**src/rtl/countdown_timer.sv**
```systemverilog
// Two-digit BCD seconds countdown (59..00) with load/start/pause control, tick prescaler and
// registered seven-segment outputs. Define COUNTDOWN_BLINK_EN to blink the display while expired.
module countdown_timer #(
    parameter int CLK_HZ  = 1_000_000,
    parameter int TICK_HZ = 1
) (
    input  logic       clk_i,
    input  logic       rst_i,
    input  logic       load_i,
    input  logic [3:0] load_tens_i,
    input  logic [3:0] load_ones_i,
    input  logic       start_i,
    input  logic       pause_i,
    output logic [6:0] digital_10_o,
    output logic [6:0] digital_1_o,
    output logic       running_o,
    output logic       expired_o,
    output logic       done_o
);

    localparam int PRESCALE = CLK_HZ / TICK_HZ;
    localparam int PW       = (PRESCALE > 2) ? $clog2(PRESCALE) : 1;
    localparam logic [PW-1:0] PMAX = PW'(PRESCALE - 1);
`ifdef COUNTDOWN_BLINK_EN
    localparam logic [PW-1:0] PHALF = PW'(PRESCALE / 2);
`endif

    typedef enum logic [1:0] {
        ST_IDLE    = 2'd0,
        ST_RUN     = 2'd1,
        ST_PAUSED  = 2'd2,
        ST_EXPIRED = 2'd3
    } state_t;

    state_t         state_q, state_d;
    logic [3:0]     tens_q, tens_d;
    logic [3:0]     ones_q, ones_d;
    logic [PW-1:0]  presc_q, presc_d;
    logic           done_q, done_d;
    logic           running_q, expired_q;
    logic [6:0]     seg10_q, seg1_q;
    logic           tick_s;
    logic           nonzero_s;
    logic           blank_s;

    function automatic logic [6:0] seg7(input logic [3:0] digit);
        logic [6:0] seg;
        case (digit)
            4'd0:    seg = 7'h3F;
            4'd1:    seg = 7'h06;
            4'd2:    seg = 7'h5B;
            4'd3:    seg = 7'h4F;
            4'd4:    seg = 7'h66;
            4'd5:    seg = 7'h6D;
            4'd6:    seg = 7'h7D;
            4'd7:    seg = 7'h07;
            4'd8:    seg = 7'h7F;
            4'd9:    seg = 7'h6F;
            default: seg = 7'h00;
        endcase
        return seg;
    endfunction

    assign tick_s    = (state_q == ST_RUN) && (presc_q == PMAX);
    assign nonzero_s = (tens_q != 4'd0) || (ones_q != 4'd0);

    // Display blanking during the dark half of the expiry blink
    always_comb begin
`ifdef COUNTDOWN_BLINK_EN
        blank_s = (state_q == ST_EXPIRED) && (presc_q >= PHALF);
`else
        blank_s = 1'b0;
`endif
    end

    // Next-state, digit and prescaler logic; load beats pause beats start
    always_comb begin
        state_d = state_q;
        tens_d  = tens_q;
        ones_d  = ones_q;
        presc_d = presc_q;
        done_d  = 1'b0;
        if (load_i) begin
            state_d = ST_IDLE;
            tens_d  = (load_tens_i > 4'd5) ? 4'd5 : load_tens_i;
            ones_d  = (load_ones_i > 4'd9) ? 4'd9 : load_ones_i;
            presc_d = '0;
        end else begin
            case (state_q)
                ST_IDLE: begin
                    if (start_i && !pause_i && nonzero_s) begin
                        state_d = ST_RUN;
                        presc_d = '0;
                    end else begin
                        state_d = ST_IDLE;
                    end
                end
                ST_RUN: begin
                    // A pause freezes the prescaler on the very edge it is seen
                    if (pause_i) begin
                        state_d = ST_PAUSED;
                    end else if (tick_s) begin
                        presc_d = '0;
                        if (ones_q != 4'd0) begin
                            ones_d = ones_q - 4'd1;
                            if ((tens_q == 4'd0) && (ones_q == 4'd1)) begin
                                state_d = ST_EXPIRED;
                                done_d  = 1'b1;
                            end else begin
                                state_d = ST_RUN;
                            end
                        end else begin
                            ones_d = 4'd9;
                            tens_d = tens_q - 4'd1;
                        end
                    end else begin
                        presc_d = presc_q + PW'(1);
                    end
                end
                ST_PAUSED: begin
                    if (start_i && !pause_i) begin
                        state_d = ST_RUN;
                    end else begin
                        state_d = ST_PAUSED;
                    end
                end
                ST_EXPIRED: begin
`ifdef COUNTDOWN_BLINK_EN
                    presc_d = (presc_q == PMAX) ? '0 : presc_q + PW'(1);
`else
                    presc_d = '0;
`endif
                end
                default: begin
                    state_d = ST_IDLE;
                    presc_d = '0;
                end
            endcase
        end
    end

    // State, digit, prescaler and registered output updates
    always_ff @(posedge clk_i) begin
        if (rst_i) begin
            state_q   <= ST_IDLE;
            tens_q    <= 4'd0;
            ones_q    <= 4'd0;
            presc_q   <= '0;
            done_q    <= 1'b0;
            running_q <= 1'b0;
            expired_q <= 1'b0;
            seg10_q   <= 7'h3F;
            seg1_q    <= 7'h3F;
        end else begin
            state_q   <= state_d;
            tens_q    <= tens_d;
            ones_q    <= ones_d;
            presc_q   <= presc_d;
            done_q    <= done_d;
            running_q <= (state_d == ST_RUN);
            expired_q <= (state_d == ST_EXPIRED);
            seg10_q   <= blank_s ? 7'h00 : seg7(tens_q);
            seg1_q    <= blank_s ? 7'h00 : seg7(ones_q);
        end
    end

    assign digital_10_o = seg10_q;
    assign digital_1_o  = seg1_q;
    assign running_o    = running_q;
    assign expired_o    = expired_q;
    assign done_o       = done_q;

endmodule

```
**config.mk**
```make
export PLATFORM = sky130hd
export DESIGN_NAME = countdown_timer
export DESIGN_NICKNAME = d
export VERILOG_FILES = /design/src/rtl/countdown_timer.sv
export SDC_FILE = /design/constraint.sdc
export NUM_CORES = 1
export LEC_CHECK = 0
export CAP_MARGIN = 10
export CORE_ASPECT_RATIO = 1.5
export CORE_UTILIZATION = 33
export DETAILED_ROUTE_END_ITERATION = 16
export PLACE_DENSITY = 0.52
export SYNTH_ARGS = -nofsm -noshare
export SYNTH_HDL_FRONTEND = slang
export SYNTH_SLANG_ARGS = --single-unit
```
**constraint.sdc**
```tcl
create_clock -name clk_i -period 7.1 [get_ports clk_i]
set_clock_uncertainty 0.05 [all_clocks]
set_input_delay 0.71 -clock clk_i [delete_from_list [all_inputs] [get_ports clk_i]]
set_output_delay 0.71 -clock clk_i [all_outputs]
set_load 0.02 [all_outputs]
```
==> CHANGELOG.md, run 1 <==
## Implementation

- Status: complete, no violations
- Clock buf/inv share: between 3 and 4%
- Initial antenna violation count: 0
- Post-CTS Setup Bufs: 0
- Largest net degree at the start of global routing: 20
- Final nets: 351
- Cts hold-fix bufs: 0
- Largest cell class by area: logic gates
- Static leakage: ~1.0 nW
- Tcrit/Tclk final: around 42%
- Area growth from synthesis to layout: 16.90%
- Distinct lib cells used: between 50 and 60
- Global route overflow: 0
- Fin area: about 3000 sq um
- Detailed Place HPWL: 4.404 mm
- Synth Seq Share: between 30 and 40%
- Worst setup SP type: flip-flop
- Setup TNS: 0 ns
- Die width: approximately 74 um
- #FFs+latches synth: about 47
- Commonest non-fill, non-tap cell in the layout: dfxtp_1
- Height of the die: about 110 um
- Cell area leaders: dfxtp_1, ha_1, nor2_1, xnor2_1, o21ai_0
- Total power: between 500 and 600 uW
- Initial DRC Count: ~80
- H-Tree Depth: 2
- Latency at later pin: ~0.3 ns
- CP required: between 7 and 8 ns
- Hold path start: presc_q[1]$_SDFFE_PP0P_
- Die area: about 8100 sq um
- Tap cells: about 100
- Sink Count: ~47
- Crit-path max FO: 16
- Top cell area share: 37.04%
- First-pass GRT wire length: between 9 and 10 mm
- Nonclk buf count: 29
- DR vias: 2172
- Hold Path End: presc_q[1]$_SDFFE_PP0P_
- Worst setup margin: between 4 and 5 ns
==> run 1: logic make-up (layout without fill, tap and decap cells) <==
kind of cell    Yosys count  in the layout  synth area share (%)
simple gates            128            128                 27.29
flops                    47             47                 37.04
compound gates           65             65                 16.85
fa+ha+maj                13             13                 6.404
mux                       5              5                 1.971
xor+xnor                 12             12                 4.138
buf+inv                  36             55                 6.305
==> run 1: tightest hold or removal path, stage by stage, from the launching register on <==
cell and delay, ns:
dfxtp_1 0.35, nand2_1 0.07, a21oi_1 0.05
==> run 1: report_power, final <==
group          internal (mW)  switching, mW  total (mW)
Clock                  0.103         0.0867       0.190
Sequential             0.274        0.00977       0.283
Combinational         0.0400         0.0487      0.0887
==> run 1: worst max path at each step <==
stage / from / to / slack, ns / cells past startpoint
CTS: tens_q[1]$_SDFFE_PP0P_ / presc_q[19]$_SDFFE_PP0P_ / 4.09 / 7
global placement: rst_i / presc_q[9]$_SDFFE_PP0P_ / 4.00 / 5
floorplan: tens_q[0]$_SDFFE_PP0P_ / presc_q[12]$_SDFFE_PP0P_ / 4.83 / 8
global route: tens_q[1]$_SDFFE_PP0P_ / presc_q[15]$_SDFFE_PP0P_ / 3.89 / 7
finish: tens_q[1]$_SDFFE_PP0P_ / presc_q[19]$_SDFFE_PP0P_ / 4.12 / 7
detailed placement: rst_i / presc_q[19]$_SDFFE_PP0P_ / 3.95 / 5
==> run 1: routing by layer <==
layer  wire [um]  global-route usage, %  vias to the layer above  share of wire, %
met5           0                      0                        -                 0
met4         142                  5.632                        0               2.4
met3         148                  2.933                       14               2.5
met2        3241                  30.54                       36                55
met1        2324                  16.43                     1013                40
li1            -                      -                     1109                 -
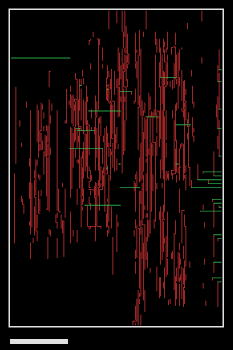
(run_1/layers.png)
Scale bar: 20 um. Two of the layers only.
M3 -> green  # wire length 148 um
M2 -> red  # wire length 3240 um

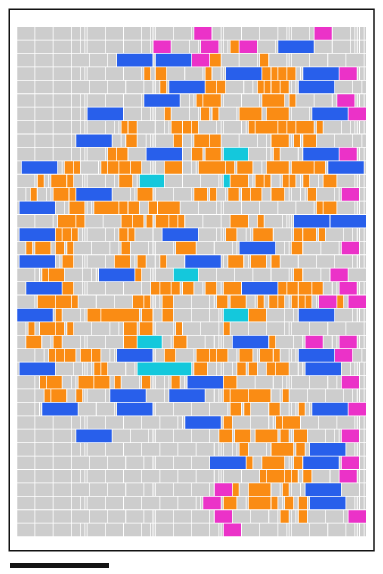
(run_1/class_map.png)
Scale bar: 20 um. Fill, decap, tap and diode cells in gray.
clock drivers and dummy loads -> cyan  # cells 7
remaining buffers and delay cells -> magenta  # cells 29
sequential cells -> blue  # cells 47
remaining logic cells -> orange  # cells 242

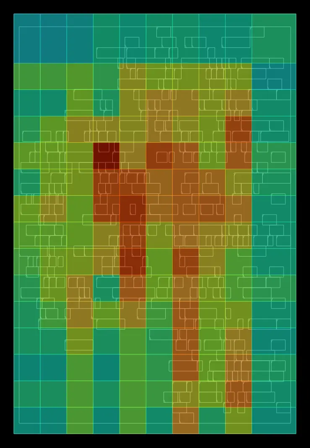
(run_1/congestion_map.png)
GR peak layer: met2
met3 Use GR: 2.933%
Final Core Density: 40.55%
gr usage total: 15.78%
wire per inst: 13.78 um

==> run 2: changes to the inputs <==
==> constraint.sdc (replaced) <==
create_clock -name clk_i -period 3.1 [get_ports clk_i]
set_clock_uncertainty 0.05 [all_clocks]
set_input_delay 0.31 -clock clk_i [delete_from_list [all_inputs] [get_ports clk_i]]
set_output_delay 0.31 -clock clk_i [all_outputs]
set_load 0.02 [all_outputs]
==> CHANGELOG.md, run 2 <==
## Implementation

- Synth Area in XOR/XNOR: under 10%
- Sw Share: around 28%
- AND-OR/OR-AND share of the synthesized area: 16.85%
- Met2 Wirelength: 3.147 mm
- Wire length on met3: about 170 um
- GR peak layer: met2
- Worst Max-Slew Pin Slew: about 0.75 ns
- Largest net degree at the start of global routing: 19
- DR vias: 2171
- Height of the die: about 110 um
- Top logic family: simple AND/OR/NAND/NOR gates
- Sink Count: about 47
- Cts hold-fix bufs: 0
- First-pass GRT wire length: 9.666 mm
- Mux area share: 1.970%
- Commonest non-fill, non-tap cell in the layout: dfxtp_1
- Highest metal used: met4
- Fin area: 2989 sq um
- Worst setup margin: between 0.6 and 0.7 ns
- P_comb: about 210 uW
- Detailed Place HPWL: between 4 and 5 mm
- Latency at later pin: 0.30 ns
- Post-Route M1 WL: roughly 2.3 mm
- Sequential Power Share: 53.1%
- Worst setup SP type: flip-flop
- H-Tree Depth: 2
- Setup TNS: 0 ns
- Status: complete, no violations
- Post-CTS Setup Bufs: 0
- Initial DRC Count: 97
- Area growth from synthesis to layout: 17.68%
- Static leakage: roughly 1.0 nW
- Final nets: ~360
- Yosys chip area: between 2000 and 3000 sq um
- Power share of the clock group: between 20 and 30%
- Met3 Use GR: under 10%
- Top cell area share: a little under two fifths
- Wire per inst: around 13 um
- Int Pwr: 881.3 uW
- Final Core Density: between 40% and 50%
- Die width: approximately 74 um
- Logic pwr share: 17.0%
- Clock group: 365 uW
- Cell area leaders: dfxtp_1, ha_1, nor2_1, xnor2_1, o21ai_0
- Adder Area Share: 6.404%
- Global route overflow: 0
- Tcrit/Tclk final: about four fifths
- CP required: about 3.3 ns
- P_seq: between 600 and 700 uW
[run 2: worst max-delay path, stage by stage (launching register included)]
cell and delay (ns):
dfxtp_1 0.35, inv_1 0.15, ha_1 0.29, or4b_2 0.64, o221ai_2 0.18, and2_0 0.36, nor2_1 0.09, buf_4 0.20
nor2_1 0.10
[run 2: final timing paths]
check / start / endpoint / slack (ns) / cells past startpoint
setup / recovery: tens_q[0]$_SDFFE_PP0P_ / presc_q[10]$_SDFFE_PP0P_ / 0.62 / 8
hold reg to reg: presc_q[1]$_SDFFE_PP0P_ / presc_q[1]$_SDFFE_PP0P_ / 0.48 / 2
hold / removal: presc_q[1]$_SDFFE_PP0P_ / presc_q[1]$_SDFFE_PP0P_ / 0.48 / 2
setup reg to reg: tens_q[0]$_SDFFE_PP0P_ / presc_q[10]$_SDFFE_PP0P_ / 0.62 / 8
[run 2: cell type report]
type / instances / area [sq um]
fill: 778 / 4333
clock buffer: 6 / 72.57
tap: 100 / 125.1
sequential: 47 / 940.9
multi-input combinational: 223 / 1439
clock inverter: 2 / 12.51
timing repair buffer: 34 / 327.8
inverter: 19 / 71.32
[run 2: cells by family (layout without fill, tap and decap cells)]
family	Yosys count	after routing
AND/OR/NAND/NOR	128	128
multiplexers	5	5
flip-flops	47	47
buffers and inverters	36	61
AND-OR/OR-AND	65	65
adder cells (fa/ha/maj)	13	13
XOR/XNOR	12	12
[run 2: stage by stage]
stage | hold WS [ns] | instances
detailed placement | 0.4571 | 423
global route | 0.4867 | 431
floorplan | 0.4073 | 306
CTS | 0.4744 | 431
finish | 0.4752 | 431
global placement | 0.4432 | 423
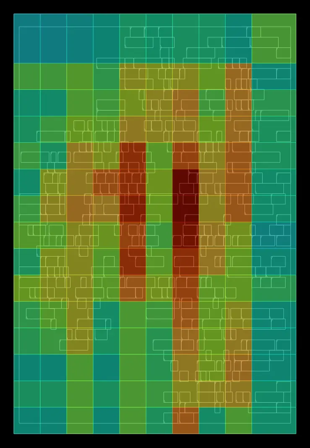
(run_2/congestion_map.png)
grt met2 use: 29.29%
grt met1 use: 16.85%
gr usage total: 15.42%

==> run 3: changes to the inputs <==
--- a/config.mk
+++ b/config.mk
@@ -9,7 +9,7 @@
 export CORE_ASPECT_RATIO = 1.5
 export CORE_UTILIZATION = 33
 export DETAILED_ROUTE_END_ITERATION = 16
-export PLACE_DENSITY = 0.52
+export PLACE_DENSITY = 0.54
 export SYNTH_ARGS = -nofsm -noshare
 export SYNTH_HDL_FRONTEND = slang
 export SYNTH_SLANG_ARGS = --single-unit
==> constraint.sdc (replaced) <==
create_clock -name clk_i -period 2.15 [get_ports clk_i]
set_clock_uncertainty 0.05 [all_clocks]
set_input_delay 0.215 -clock clk_i [delete_from_list [all_inputs] [get_ports clk_i]]
set_output_delay 0.215 -clock clk_i [all_outputs]
set_load 0.02 [all_outputs]
==> CHANGELOG.md, run 3 <==
## Implementation

- Status: complete, no violations
- Setup TNS: 0 ns
- Nonclk buf count: between 70 and 80
- #FFs+latches synth: between 40 and 50
- Switch Pwr: 525.2 uW
- R2r startpoint: presc_q[8]$_SDFFE_PP0P_
- Height of the die: roughly 110 um
- Met3 Use GR: under 10%
- CP required: 2.30 ns
- Distinct lib cells used: 54
- Combinational fraction of the cell area: around 45%
- Sink Count: between 40 and 50
- Max incr delay on CP: approximately 0.53 ns
- Wire per inst: 13.14 um
- Comb gates: between 200 and 250
- Clkbuf count: 6
- Int Pwr: roughly 1.4 mW
- R2R depth: 6
- Power share of the clock group: between 30 and 40%
- Worst path slowest cell: or4b_4
- Gr usage total: between 15 and 20%
- Crit-path max FO: 3
- Static leakage: around 1.2 nW
- Cts hold-fix bufs: 0
- Worst Max-Slew Pin Slew: between 0.4 and 0.5 ns
- Clock group: 578 uW
- Hold Path End: presc_q[1]$_SDFFE_PP0P_
- Clock buf/inv share: just under 3%
- Critical-path cell list: or4b_4, nor4_4, buf_4, nand3_2, o41a_1, o31a_1
- Sequential Power Share: around 49%
- Largest net degree at the start of global routing: 18
- Worst setup SP type: flip-flop
- Logic pwr share: 20.5%
- Logic area: 1499 sq um
- Layout fillers: around 770
- Final nets: just under 400
[run 3: netlist changes by cell type in the layout (fill, tap and decap cells not counted), sizes merged]
| cell | previous run | this run |
|---|---|---|
| buf | 5 | 42 |
[run 3: kinds of logic after synthesis]
family / synth area share [%]
xor gates and xnor gates: 4.138
AOI/OAI and AO/OA: 16.85
adders and majority gates: 6.404
and+or+nand+nor: 27.29
buffers and inverters: 6.305
muxes: 1.971
DFF: 37.04
[run 3: how the worst max path moves through the flow]
stage,depth (start not counted),start,endpoint,slack (ns)
after global routing,9,tens_q[0]$_SDFFE_PP0P_,presc_q[17]$_SDFFE_PP0P_,-0.009
after CTS,6,presc_q[0]$_SDFFE_PP0P_,presc_q[10]$_SDFFE_PP0P_,0.002
after floorplan,9,tens_q[0]$_SDFFE_PP0P_,presc_q[10]$_SDFFE_PP0P_,0.07
final,6,presc_q[8]$_SDFFE_PP0P_,ones_q[3]$_SDFFE_PP0P_,0.09
after detailed placement,6,start_i,presc_q[9]$_SDFFE_PP0P_,-0.02
after global placement,5,pause_i,presc_q[7]$_SDFFE_PP0P_,0.005
[run 3: routing by layer]
layer	part of all wire (%)	vias up
li1	-	1198
met1	40	1081
met2	55	51
met3	2.3	19
met4	3.1	0
met5	0	-
[run 3: worst max-delay path: cells and delay by family (launching register included)]
kind,cells,cell delay [ns]
simple gates,3,0.81
buf+inv,1,0.18
flops,1,0.34
compound gates,2,0.59
[run 3: what timing repair did]
action | in CTS | in global routing
setup endpoints to repair | 0 | 18
buffers inserted | 0 | 2
endpoints found under the hold margin | 0 | 0
resized | 0 | 16
[run 3: through the flow]
step           total power [mW]  instances
6_report                  1.881        468
5_1_grt                   1.983        468
4_1_cts                   1.888        466
3_5_place_dp              1.306        458
3_3_place_gp              1.305        458
2_1_floorplan             1.148        306
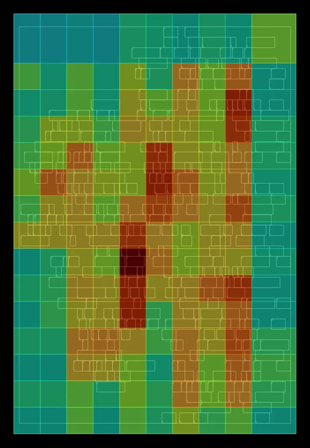
(run_3/congestion_map.png)
Final Core Density: 45.75%
grt met1 use: 17.57%


==> notes/layouts.md <==
Pictures saved along the way, in no particular order.

Register map, names as in the netlist.
Scale bar: 20 um. Other sequential cells in the stronger gray, the rest of the logic in the fainter gray.
(a)
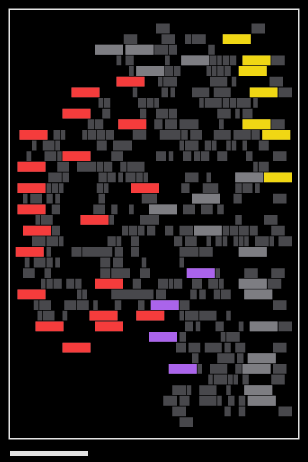
(b)
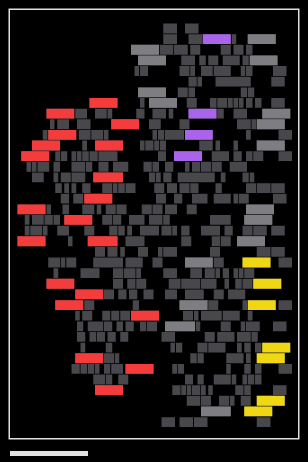
(c)
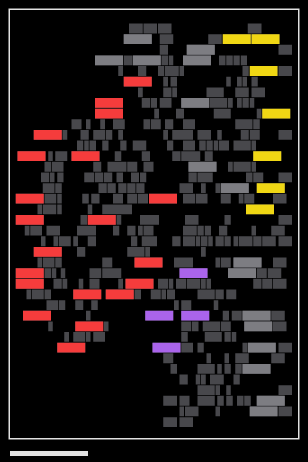
| picture | from |
|---|---|
| (b) | run 3 |
| (c) | run 2 |
| (a) | run 1 |

Power figures rest on the tool's default switching activity, not on a simulated workload.
